==> src/rtl/piso_reg_n_bits_pkg.sv <==
// Shared state encoding for the PISO serialiser and its bit counter.
// The PAR state is only reachable when the design is built with PARITY_EN.
package piso_pkg;

  localparam logic [1:0] ST_IDLE  = 2'd0;
  localparam logic [1:0] ST_SHIFT = 2'd1;
  localparam logic [1:0] ST_PAR   = 2'd2;

  typedef enum logic [1:0] {
    S_IDLE  = ST_IDLE,
    S_SHIFT = ST_SHIFT,
    S_PAR   = ST_PAR
  } state_e;

endpackage

==> src/rtl/piso_reg_n_bits_bit_counter.sv <==
// Up-counter with synchronous clear and enable, flagging terminal count at size-1.
// Width is $clog2(size+1) so the count never wraps inside a frame.
module bit_counter #(
  parameter int size = 8,
  parameter int CW   = $clog2(size + 1)
) (
  input  logic clock,
  input  logic reset_n,
  input  logic clear,
  input  logic enable,
  output logic tc
);

  localparam logic [CW-1:0] TC_VAL = CW'(size - 1);

  logic [CW-1:0] count_q;
  logic [CW-1:0] count_d;

  // Clear wins over enable so a new frame always starts counting from zero.
  always_comb begin
    count_d = count_q;
    if (clear) begin
      count_d = '0;
    end else if (enable) begin
      count_d = count_q + CW'(1);
    end
  end

  always_ff @(posedge clock or negedge reset_n) begin
    if (!reset_n) begin
      count_q <= '0;
    end else begin
      count_q <= count_d;
    end
  end

  assign tc = (count_q == TC_VAL);

endmodule

==> src/rtl/piso_reg_n_bits.sv <==
// Parallel-in serial-out register: captures Din on load and shifts it out LSB first.
// Optional feature macro PARITY_EN appends one even-parity bit to every frame.
module piso_reg_n_bits
  import piso_pkg::*;
#(
  parameter int size = 8
) (
  input  logic            clock,
  input  logic            reset_n,
  input  logic [size-1:0] Din,
  input  logic            load,
  output logic            ready,
  output logic            sout,
  output logic            sout_valid,
  output logic            done
);

  state_e          state_q;
  logic [size-1:0] shreg_q;
  logic [size-1:0] shifted;
  logic            sout_q;
  logic            valid_q;
  logic            done_q;
  logic            ready_q;
  logic            cnt_clear;
  logic            cnt_en;
  logic            last_bit;
`ifdef PARITY_EN
  logic            parity_q;
`endif

  assign shifted   = shreg_q >> 1;
  assign cnt_clear = (state_q == S_IDLE) && load;
  assign cnt_en    = (state_q == S_SHIFT);

  bit_counter #(
    .size(size)
  ) u_bit_counter (
    .clock  (clock),
    .reset_n(reset_n),
    .clear  (cnt_clear),
    .enable (cnt_en),
    .tc     (last_bit)
  );

  // Outputs are registered alongside the state: each branch sets what the next cycle presents.
  always_ff @(posedge clock or negedge reset_n) begin
    if (!reset_n) begin
      state_q  <= S_IDLE;
      shreg_q  <= '0;
      sout_q   <= 1'b0;
      valid_q  <= 1'b0;
      done_q   <= 1'b0;
      ready_q  <= 1'b1;
`ifdef PARITY_EN
      parity_q <= 1'b0;
`endif
    end else begin
      case (state_q)
        S_IDLE: begin
          done_q <= 1'b0;
          if (load) begin
            state_q  <= S_SHIFT;
            shreg_q  <= Din;
            sout_q   <= Din[0];
            valid_q  <= 1'b1;
            ready_q  <= 1'b0;
`ifdef PARITY_EN
            parity_q <= ^Din;
`endif
          end else begin
            sout_q   <= 1'b0;
            valid_q  <= 1'b0;
            ready_q  <= 1'b1;
          end
        end

        S_SHIFT: begin
          shreg_q <= shifted;
          if (last_bit) begin
`ifdef PARITY_EN
            state_q <= S_PAR;
            sout_q  <= parity_q;
            valid_q <= 1'b1;
            ready_q <= 1'b0;
            done_q  <= 1'b0;
`else
            state_q <= S_IDLE;
            sout_q  <= 1'b0;
            valid_q <= 1'b0;
            ready_q <= 1'b1;
            done_q  <= 1'b1;
`endif
          end else begin
            sout_q  <= shifted[0];
            valid_q <= 1'b1;
            ready_q <= 1'b0;
            done_q  <= 1'b0;
          end
        end

`ifdef PARITY_EN
        S_PAR: begin
          state_q <= S_IDLE;
          sout_q  <= 1'b0;
          valid_q <= 1'b0;
          ready_q <= 1'b1;
          done_q  <= 1'b1;
        end
`endif

        default: begin
          state_q <= S_IDLE;
          sout_q  <= 1'b0;
          valid_q <= 1'b0;
          ready_q <= 1'b1;
          done_q  <= 1'b0;
        end
      endcase
    end
  end

  assign ready      = ready_q;
  assign sout       = sout_q;
  assign sout_valid = valid_q;
  assign done       = done_q;

endmodule

==> config.mk <==
export PLATFORM = sky130hd
export DESIGN_NAME = piso_reg_n_bits
export DESIGN_NICKNAME = d
export VERILOG_FILES = /design/src/rtl/piso_reg_n_bits_pkg.sv /design/src/rtl/piso_reg_n_bits_bit_counter.sv /design/src/rtl/piso_reg_n_bits.sv
export SDC_FILE = /design/constraint.sdc
export NUM_CORES = 1
export LEC_CHECK = 0
export ABC_AREA = 1
export CAP_MARGIN = 20
export CORE_MARGIN = 10
export CORE_UTILIZATION = 50
export DETAILED_ROUTE_END_ITERATION = 8
export DONT_BUFFER_PORTS = 1
export PLACE_DENSITY = 0.69
export SLEW_MARGIN = 20
export SYNTH_ARGS = -nofsm -noshare
export SYNTH_HDL_FRONTEND = slang
export SYNTH_SLANG_ARGS = --single-unit
export TNS_END_PERCENT = 20
==> constraint.sdc <==
create_clock -name clock -period 2.2 [get_ports clock]
set_clock_uncertainty 0.15 [all_clocks]
set_input_delay 0.66 -clock clock [delete_from_list [all_inputs] [get_ports clock]]
set_output_delay 0.66 -clock clock [all_outputs]
set_load 0.05 [all_outputs]
run_1/sizes.png
Bar = 20 um.
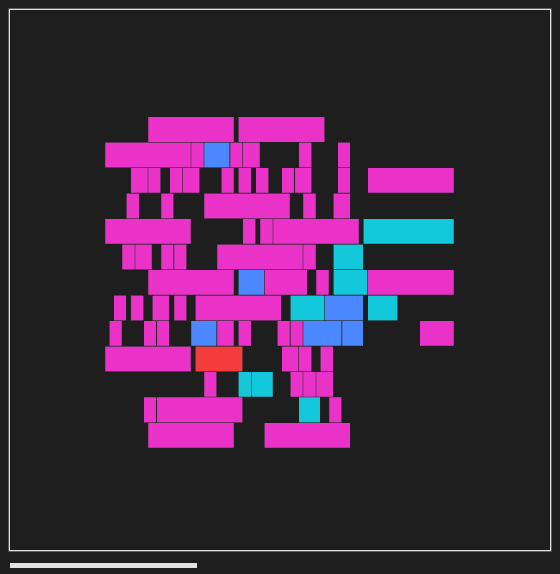
_0 and _1 cells: drawn in magenta, cells 64, share 81%, most used nand2_1. _3 and _4 cells: drawn in blue, cells 6, share 7.6%, most used clkbuf_4. _2 cells: drawn in cyan, cells 8, share 10%. _6 and larger: drawn in red, cells 1, share 1.3%, most used clkbuf_8.
post-route cell area: 751 um2
Final WS setup: 0.409 ns
Non-Clock Buffer Count: 1

run_1/layer_met2.png
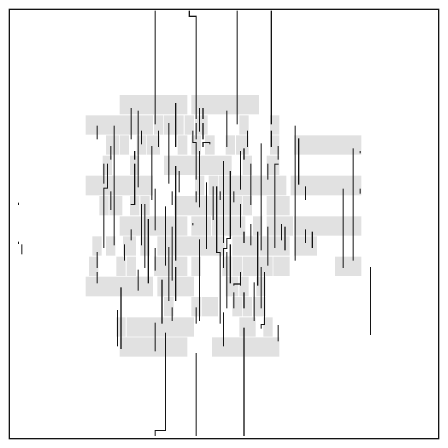
The layer holds 47% of the routed length. The longest straight run is 18.0 um. 71 nets have wire on it. The wires run mostly vertical.
DRT Wirelength: 1220 um
via count: 478

run_1/layer_met1.png
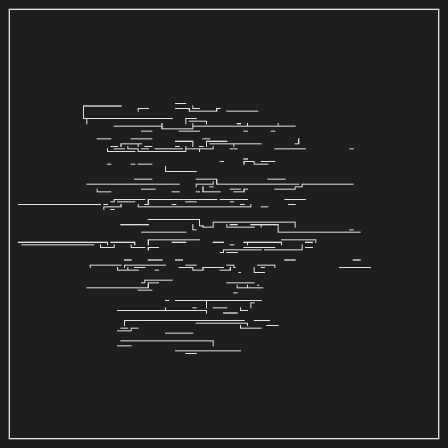
The wires run mostly horizontal. The layer carries 549 um of wire. The longest straight run is 16.1 um.
M1 GR Usage: 8.30%

run_1/clocks.png
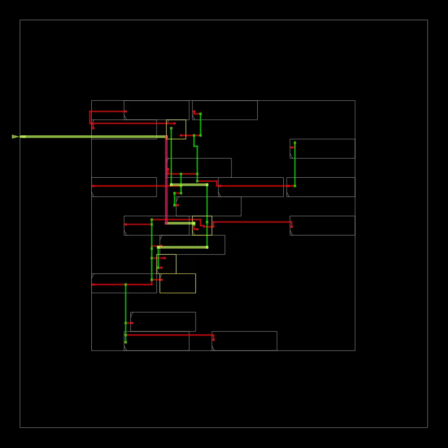
clk_lat worst skew: 0.29 ns
clk_buf instances: 4

## run 1: path summary, 6_finish.rpt
kind	start	endpoint	slack [ns]	depth (start not counted)
worst max register to register	state_q[0]	u_bit_counter.count_q[0]	0.77	3
max in group asynchronous	reset_n	done	0.79	1
worst min register to register	shreg_q[7]	shreg_q[7]	0.34	2
worst min-delay path	reset_n	ready	0.05	0
min in group clock	Din[7]	shreg_q[7]	0.32	2
worst max-delay path	ready	ready	0.41	0
## run 1: metrics by stage
| stage | instances | util [%] | instance area, um2 |
|---|---|---|---|
| after global routing | 94 | 57.0 | 751 |
| after CTS | 94 | 57.0 | 751 |
| after detailed placement | 89 | 53.5 | 704 |
| final | 94 | 57.0 | 751 |
| after floorplan | 76 | - | 708 |
| after global placement | 89 | 53.5 | 704 |
## run 1: synth_stat cells
| master | number |
|---|---|
| nand2_1 | 32 |
| dfrtp_1 | 15 |
| nand3_1 | 8 |
| inv_1 | 3 |
| buf_6 | 2 |
| nand2_4 | 2 |
| nand3_2 | 2 |
| nor2_1 | 2 |
| nor2_2 | 2 |
| a21oi_1 | 1 |
| a21oi_2 | 1 |
| dfstp_2 | 1 |
| ha_1 | 1 |
| inv_2 | 1 |
| inv_4 | 1 |
| o21ai_0 | 1 |
| o21ai_2 | 1 |
## run 1: power by group through the flow
| stage | Combinational [mW] | Sequential (mW) | Clock (mW) |
|---|---|---|---|
| 2_1_floorplan | 0.279 | 0.548 | 0 |
| 3_3_place_gp | 0.265 | 0.587 | 0 |
| 3_5_place_dp | 0.274 | 0.590 | 0 |
| 4_1_cts | 0.281 | 0.583 | 0.198 |
| 5_1_grt | 0.318 | 0.595 | 0.214 |
| 6_report | 0.275 | 0.579 | 0.197 |
## run 1: timing repair
action,in CTS,in global routing
hold buffers,1,0
hold endpoints to repair,15,0
resized,0,0
==> impl_metrics.tcl, run 1 <==
# metrics dict for downstream scripts
set metrics [dict create \
    tightest_slew_ns 0.664 \
    power.density_mw_per_mm2 1400 \
    aoi_share_pct 3.89 \
    syn_nets 88 \
    comb_area_share_pct 35.0 \
    area_delta_synth_final_pct 6.01 \
    drive_above_1_share_pct 19.0 \
    clockBufferDepth 2 \
    fin_crit_sh_pct 81.4 \
    logic_family "simple AND/OR/NAND/NOR gates" \
    dr.first_iter.drc_count 7 \
    p_comb_share_pct 26.1 \
    layout_top_cell "nand2_1" \
    grt_max_degree 16 \
    setup.worst_path.start_class "flip-flop" \
    sh_seq_area_pct 53.5 \
    synth_top_area_share_pct 53.0 \
    grt_pass1_wl_um 2060 \
    vias_per_cell 5.09 \
    top_layer_used "met4" \
    gr-usage-all-layers_pct 7.68 \
    largest_reg_flops 7 \
    cp.arrival_ns 0.98 \
    ys_ff 16 \
    syn-instance-count 76 \
    min_period_ns 1.79 \
    irDropWorstVdd_v 0.000635 \
    ys_warn_count 0 \
    antenna_found_initial 0 \
    reg.largest.list "shreg_q x7, u_bit_counter.count_q x4" \
    overflow 0 \
    pwr-share-clk_pct 18.8 \
    xor_share_pct 0 \
    dp_hpwl_um 872 \
    yosys_area_um2 708 \
    final_antenna_net_count 0 \
    cts_tree "built" \
    synth_cell_types 17 \
    p_seq_share_pct 55.1 \
    io_pins 15 \
    drt-met1-wl_um 548 \
    critPathKind "flip-flop to primary output" \
    hold_viol 0 \
    use_met3_pct 3.27 \
    die_y_um 57.6 \
    dr.pass1.iters 4 \
    avgSynthCellArea_um2 9.32 \
    warning_count 26 \
    drc 0 \
    cts_setup_buffers 0 \
    p_leak_nw 0.386 \
    nWellTaps 15 \
    diodes 0 \
    top_register "shreg_q" \
    gp_congestion 0.691 \
    finalPower_mw 1.05 \
    portBuffers 0 \
    crit_path_end_kind "primary output" \
    max_freq_mhz 558 \
    required_ns 1.39 \
    slew_headroom_pct 55.6 \
    cts_root_buffer "clkbuf_4" \
    fp_util_pct 53.8 \
    rows 13 \
    dpl_worst_slack_ns 0.728 \
    ys_seq_share_pct 56.7 \
    clkCellAreaFrac_pct 4.83 \
    buffer_area_share_pct 1.33 \
    grt_pass1_vias 494 \
    wl_per_cell_um 12.9 \
    adder_share_pct 1.77 \
    top_usage_layer "met2" \
    h-tree-depth 1 \
    clock-sinks 16 \
    cts_made_buffers 3 \
    tns_ns 0 \
    netSwitchingFraction_pct 41.2 \
    core_area_mm2 0.00132 \
    wl_met2_um 574 \
    holdWs_ns 0.0492 \
    path_max_fanout 1 \
    nets 92 \
    comb.multi_input.count 53 \
    dominant-cell-class "flip-flops and latches" \
    clk_pin_slew_ns 0.10 \
    slew_violations 0 \
    synth_stat.cells 76 \
    simple_gate_share_pct 31.4 \
    regArea_um2 402 \
    mux_area_share_pct 0 \
    rsz0062_at_grt "false" \
    p_sw_mw 0.433 \
    status "completed" \
    logic_area_um2 263 \
    most-common-layout-cells "nand2_1, dfrtp_1, nand3_1" \
    met2_usage_pct 12.4 \
    fillers 120 \
    die_width_um 57.6 \
    p_int_mw 0.618 \
    finalSetupViolCount 0 \
    inverters_excl_clock 5 \
    synthTopCellsByArea "dfrtp_1, nand2_1, nand3_1" \
    seq_cells 16 \
    drv_cap 0 \
    min_path_type "primary input to asynchronous set/reset pin" \
    netlist_area_um2 708 \
    yosys.area.top_type "dfrtp_1" \
    die_area_mm2 0.00332 \
    wl_met3_um 79 \
]
run_1/wires.png
Only two layers are drawn.
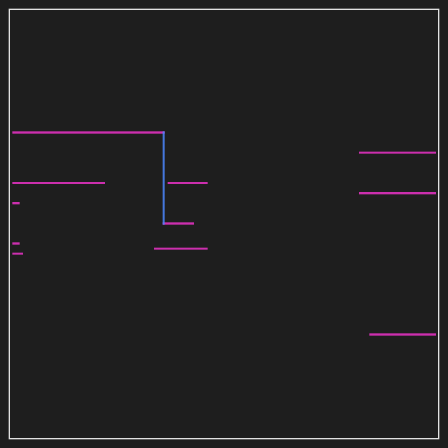

## Run 2: what changed since run 1
--- a/config.mk
+++ b/config.mk
@@ -11,7 +11,7 @@
 export CORE_UTILIZATION = 50
 export DETAILED_ROUTE_END_ITERATION = 8
 export DONT_BUFFER_PORTS = 1
-export PLACE_DENSITY = 0.69
+export PLACE_DENSITY = 0.72
 export SLEW_MARGIN = 20
 export SYNTH_ARGS = -nofsm -noshare
 export SYNTH_HDL_FRONTEND = slang
==> constraint.sdc (replaced) <==
create_clock -name clock -period 1.51 [get_ports clock]
set_clock_uncertainty 0.15 [all_clocks]
set_input_delay 0.453 -clock clock [delete_from_list [all_inputs] [get_ports clock]]
set_output_delay 0.453 -clock clock [all_outputs]
set_load 0.05 [all_outputs]
run_2/wires.png
Only two layers are drawn.
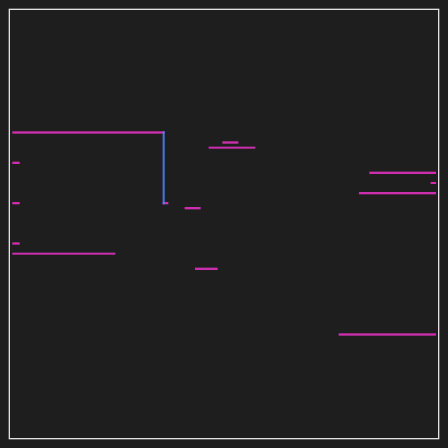
metal 4: drawn in blue, wire length 9.50 um. metal 3: drawn in magenta, wire length 80.6 um.
drt wl/cell: 13.4 um
via count: 516
gr usage total: 8.91%
DRT Wirelength: 1300 um

==> run 2 against run 1 <==
The run now ends with negative setup slack left. Register-to-register slack worse by 0.52 ns. Clock power is 44% higher. Count of clock-buffer cells in the layout stayed put. Cell area is 3.2% higher. Die size stayed put. Flip-flop count stayed put. Worst setup slack worse by 0.48 ns. Combinational power is 110% higher. Cell count is 3.2% higher. Sequential share of layout area is 1.5 points lower. Global-route usage is 1.2 points higher. Hold slack better by 0.080 ns.
==> impl_metrics.tcl, run 2 <==
# metrics dict for downstream scripts
set metrics [dict create \
    status "complete, but fails checks" \
    violations "negative setup slack" \
    hold_viol 0 \
    dp_cells 92 \
    path_max_fanout 1 \
    holdPathEnd "shreg_q[7]" \
    cts_made_buffers 3 \
    warning_count 28 \
    final_antenna_net_count 0 \
    irDropWorstVdd_v 0.000903 \
    dp_hpwl_um 960 \
    tns_ns -0.0722 \
    synth_top_area_share_pct 53.0 \
    grt_pass1_vias 550 \
    yosys.area.top_type "dfrtp_1" \
    slew_headroom_pct 52.9 \
    yosys-top-cells-count "nand2_1, dfrtp_1, nand3_1" \
    synthFlopType "dfrtp_1" \
    portBuffers 0 \
    fin_crit_sh_pct 105 \
    syn_nets 88 \
    grt_max_degree 17 \
    syn-instance-count 76 \
    drive_above_1_share_pct 23.2 \
    worstHoldStart "Din[7]" \
    rsz0062_at_grt "true" \
    power.density_mw_per_mm2 2050 \
    cts_tree "built" \
    synth.most_common_cell "nand2_1" \
    overflow 0 \
    regArea_um2 403 \
    fp_util_pct 53.8 \
    rows 13 \
    cts_setup_buffers 0 \
    diodes 0 \
    whs_path_depth 2 \
    core_area_mm2 0.00132 \
    area_delta_synth_final_pct 9.36 \
    reg.largest.list "shreg_q x7, u_bit_counter.count_q x4" \
    logic_area_um2 263 \
    min_period_ns 1.58 \
    yosys_area_um2 708 \
    placed_cell_area_um2 727 \
    dr.first_iter.drc_count 6 \
    setup.worst_path.start_class "flip-flop" \
    nets 95 \
    largest_reg_flops 7 \
    ys_warn_count 0 \
    drc 0 \
    final_util_pct 58.8 \
    rr_endpoint "state_q[0]" \
    required_ns 0.91 \
    tightest_slew_ns 0.705 \
    critPathKind "flip-flop to primary output" \
    die_width_um 57.6 \
    io_pins 15 \
    gp_congestion 0.705 \
    layout_top_cell "nand2_1" \
    layoutNonFillerInstCount 97 \
    most-common-layout-cells "nand2_1, dfrtp_1, nand3_1" \
    max_freq_mhz 632 \
    regToRegStartpoint "u_bit_counter.count_q[0]" \
    synthTopCellsByArea "dfrtp_1, nand2_1, nand3_1" \
    ys_ff 16 \
    crit_path_end_kind "primary output" \
    finalSetupViolCount 1 \
    antenna_found_initial 0 \
    vias_per_cell 5.32 \
    clock_latency_ns 0.28 \
    avgSynthCellArea_um2 9.32 \
    dpl_worst_slack_ns 0.245 \
    min_path_type "primary input to flip-flop" \
    clk_pin_slew_ns 0.10 \
    cts_root_buffer "clkbuf_4" \
    netlist_area_um2 708 \
    die_y_um 57.6 \
    drv_cap 0 \
    h-tree-depth 1 \
    setup_ws_ns -0.0722 \
    grt_pass1_wl_um 2390 \
    holdWs_ns 0.129 \
    finish.instance_area_um2 774 \
    r2r_setup_slack_ns 0.25 \
    ys_seq_share_pct 56.7 \
    fillers 113 \
    cp.arrival_ns 0.98 \
    ys_async_sr_fraction_pct 100 \
    edf_count 0 \
    p_leak_nw 0.398 \
    slew_violations 0 \
    dr.pass1.iters 5 \
    clock-sinks 16 \
    top_register "shreg_q" \
    clockBufferDepth 2 \
]
run_2/layer_met2.png
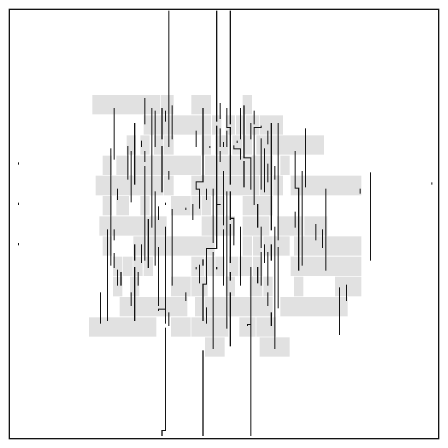
The wires run mostly vertical. 80 nets have wire on it. The layer carries 654 um of wire. The longest straight run is 22.6 um. The layer holds 50% of the routed length.
met2 usage: 13.8%

run 2: cell counts after synthesis:
Identical to the previous run, type by type.
run 2: where the power goes:
| group | internal (mW) | switching [mW] | total [mW] | leakage, nW |
|---|---|---|---|---|
| sequential | 0.594 | 0.146 | 0.739 | 0.198 |
| combinational | 0.202 | 0.362 | 0.564 | 0.179 |
| clock | 0.147 | 0.137 | 0.284 | 0.0210 |
run 2: how the worst max path moves through the flow:
stage	start	end	slack, ns	depth (start not counted)
CTS	ready	ready	-0.08	0
global placement	ready	ready	0.25	0
floorplan	ready	ready	0.25	0
finish	ready	ready	-0.07	0
global route	ready	ready	-0.10	0
detailed placement	ready	ready	0.24	0
run 2: what timing repair did:
item,CTS,global route
endpoints found under the setup margin,2,1
hold buffers,1,0
hold endpoints to repair,16,0
gates resized,1,0
pin swaps,0,0
run 2: routing by layer:
| layer | wire length (um) | track usage (%) | up-vias |
|---|---|---|---|
| met5 | 0 | 0 | - |
| li1 | - | - | 252 |
| met3 | 80 | 2.83 | 2 |
| met2 | 653 | 13.8 | 17 |
| met1 | 554 | 10.6 | 245 |
| met4 | 9 | 5.03 | 0 |
run 2: final cells by class:
cell class / count / area share, %
multi-input combinational: 53 / 33.9
tap: 15 / 2.42
sequential: 16 / 52.0
clock buffer: 4 / 4.68
inverter: 5 / 2.75
timing repair buffer: 4 / 4.20
run 2: cells by family (layout without fill, tap and decap cells):
| group | after synthesis | in the layout | synth area share, % |
|---|---|---|---|
| AOI/OAI and AO/OA | 4 | 4 | 3.89 |
| DFF | 16 | 16 | 56.7 |
| buffers and inverters | 7 | 13 | 6.18 |
| adders and majority gates | 1 | 1 | 1.77 |
| and+or+nand+nor | 48 | 48 | 31.4 |
## Run 3: what changed since run 2
--- a/config.mk
+++ b/config.mk
@@ -7,7 +7,6 @@
 export LEC_CHECK = 0
 export ABC_AREA = 1
 export CAP_MARGIN = 20
-export CORE_MARGIN = 10
 export CORE_UTILIZATION = 50
 export DETAILED_ROUTE_END_ITERATION = 8
 export DONT_BUFFER_PORTS = 1
run_3/wires.png
Only two layers are drawn.
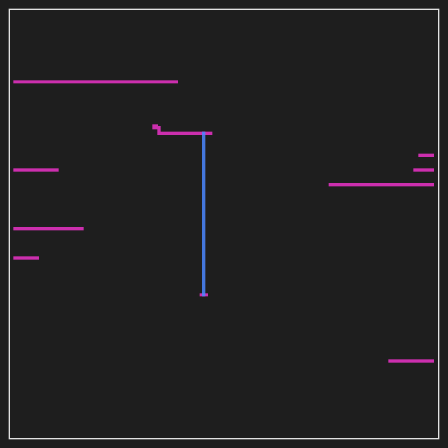
metal 4: drawn in blue, wire length 15.0 um. metal 3: drawn in magenta, wire length 49.2 um.
DRT Wirelength: 1130 um
gr usage total: 17.1%

==> run 3 against run 2 <==
The flow still finishes with violations (negative setup slack). Critical endpoint unchanged. Total power down 1.1%. Largest cell class unchanged. Maximum frequency up 0.27%. Synthesized area unchanged.
==> impl_metrics.tcl, run 3 <==
# metrics dict for downstream scripts
set metrics [dict create \
    cts_setup_buffers 0 \
    placed_cell_area_um2 719 \
    layoutNonFillerInstCount 96 \
    rows 13 \
    synth_top_area_share_pct 53.0 \
    drive_above_1_share_pct 23.5 \
    syn-instance-count 76 \
    rsz0062_at_grt "true" \
    dr.first_iter.drc_count 6 \
    whs_path_depth 2 \
    largest_reg_flops 7 \
    cts_root_buffer "clkbuf_4" \
    die_area_mm2 0.00157 \
    warning_count 28 \
    cp.arrival_ns 0.97 \
    die_width_um 39.6 \
    crit_path_end_kind "primary output" \
    ys_ff 16 \
    most-common-layout-cells "nand2_1, dfrtp_1, nand3_1" \
    vias 491 \
    critPathKind "flip-flop to primary output" \
    hold_viol 0 \
    io_pins 15 \
    gp_congestion 0.716 \
    violations "negative setup slack" \
    synthTopCellsByArea "dfrtp_1, nand2_1, nand3_1" \
    r2r_setup_slack_ns 0.24 \
    ys_warn_count 0 \
    setup_ws_ns -0.0679 \
    synthFlopType "dfrtp_1" \
    regToRegStartpoint "state_q[0]" \
    reg.largest.list "shreg_q x7, u_bit_counter.count_q x4" \
    h-tree-depth 1 \
    avgSynthCellArea_um2 9.32 \
    portBuffers 0 \
    clock-sinks 16 \
    grt_max_degree 17 \
    dpl_worst_slack_ns 0.233 \
    worstHoldStart "Din[7]" \
    power.density_mw_per_mm2 2040 \
    area_delta_synth_final_pct 8.48 \
    dr.pass1.iters 3 \
    overflow 0 \
    cts_tree "built" \
    irDropWorstVdd_v 0.000908 \
    slew_violations 0 \
    antenna_found_initial 0 \
    edf_count 0 \
    path_max_fanout 1 \
    netlist_area_um2 708 \
    final_antenna_net_count 0 \
    p_leak_nw 0.391 \
    yosys-top-cells-count "nand2_1, dfrtp_1, nand3_1" \
    status "complete, but fails checks" \
    cts_made_buffers 3 \
    yosys.area.top_type "dfrtp_1" \
    layout_top_cell "nand2_1" \
    required_ns 0.91 \
    ys_async_sr_fraction_pct 100 \
    synth.most_common_cell "nand2_1" \
    core_area_mm2 0.00130 \
    drc 0 \
    finalSetupViolCount 1 \
    grt_pass1_vias 402 \
    fp_util_pct 54.4 \
    min_path_type "primary input to flip-flop" \
    vias_per_cell 5.11 \
    dp_hpwl_um 851 \
    grt_pass1_wl_um 1710 \
    tns_ns -0.0679 \
    min_period_ns 1.58 \
    ff2ff_path_depth 3 \
    clock_latency_ns 0.29 \
    dp_cells 91 \
    yosys_area_um2 708 \
    ys_seq_share_pct 56.7 \
    clk_pin_slew_ns 0.09 \
    fin_crit_sh_pct 104 \
    synth_stat.cells 76 \
    drv_cap 0 \
    tightest_slew_ns 0.695 \
    diodes 0 \
    top_register "shreg_q" \
    setup.worst_path.start_class "flip-flop" \
    slew_headroom_pct 53.5 \
    holdPathEnd "shreg_q[7]" \
    die_y_um 39.6 \
    nets 94 \
    syn_nets 88 \
    rr_endpoint "shreg_q[1]" \
    synth_cell_types 17 \
    max_freq_mhz 634 \
    clockBufferDepth 2 \
    wl_per_cell_um 11.8 \
    finalPower_mw 1.57 \
]
run_3/sizes.png
Bar = 10 um.
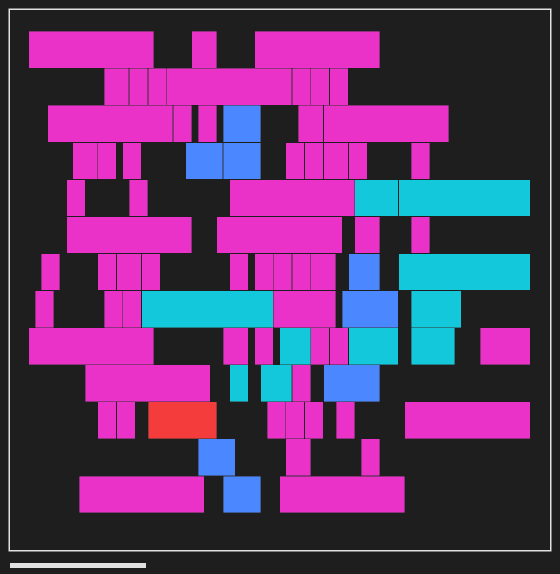
_6 and larger: drawn in red, cells 1, share 1.2%, most used clkbuf_8. _2 cells: drawn in cyan, cells 10, share 12%. _3 and _4 cells: drawn in blue, cells 8, share 9.9%, most used clkbuf_4. _0 and _1 cells: drawn in magenta, cells 62, share 77%, most used nand2_1.
Non-Clock Buffer Count: 3
post-route cell area: 768 um2
Final WS setup: -0.0679 ns

run 3: worst reg2reg max path, delay by kind of cell (launching register included):
| family | cells | cell delay (ns) |
|---|---|---|
| flops | 1 | 0.48 |
| simple gates | 3 | 0.58 |
run 3: layout make-up:
cell class,instances,area (um2)
multi-input combinational,53,263
sequential,16,404
clock buffer,4,36.3
fill,116,533
tap,15,18.8
inverter,5,21.3
timing repair buffer,3,25.0
run 3: routing by layer:
metal	GRT usage, %	up-vias	share of wire (%)
li1	-	248	-
met1	21.2	230	43
met2	27.0	11	52
met3	5.11	2	4.3
met4	7.76	0	1.2
met5	0	-	0
run 3: report_power, final:
part | internal [mW] | switching [mW] | total, mW
clock | 0.147 | 0.135 | 0.282
combinational | 0.193 | 0.313 | 0.506
sequential | 0.595 | 0.187 | 0.782
total | 0.934 | 0.635 | 1.57
run 3: logic make-up (layout without fill, tap and decap cells):
logic type      Yosys count  in the layout  share of synthesized area, %
compound gates            4              4                          3.89
buf+inv                   7             12                          6.18
simple gates             48             48                          31.4
fa+ha+maj                 1              1                          1.77
flops                    16             16                          56.7
run 3: per-stage QoR:
step / hold slack, ns / util (%)
after global placement: 0.00779 / 55.3
after global routing: 0.110 / 59.0
after floorplan: 0.00741 / -
after detailed placement: 0.00774 / 55.3
after CTS: 0.115 / 59.0
final: 0.127 / 59.0
run 3: repair_timing:
item,in CTS,in global routing
setup endpoints to repair,3,1
hold buffers,1,0
resized,2,0
hold endpoints to repair,16,0
run 3: worst max-delay path by stage:
stage               start          to  depth (start not counted)  slack, ns
2_1_floorplan       ready       ready                          0       0.25
3_3_place_gp        ready       ready                          0       0.25
3_5_place_dp   state_q[0]  shreg_q[1]                          3       0.23
4_1_cts             ready       ready                          0      -0.08
5_1_grt             ready       ready                          0      -0.09
6_report            ready       ready                          0      -0.07
Power figures rest on the tool's default switching activity, not on a simulated workload.
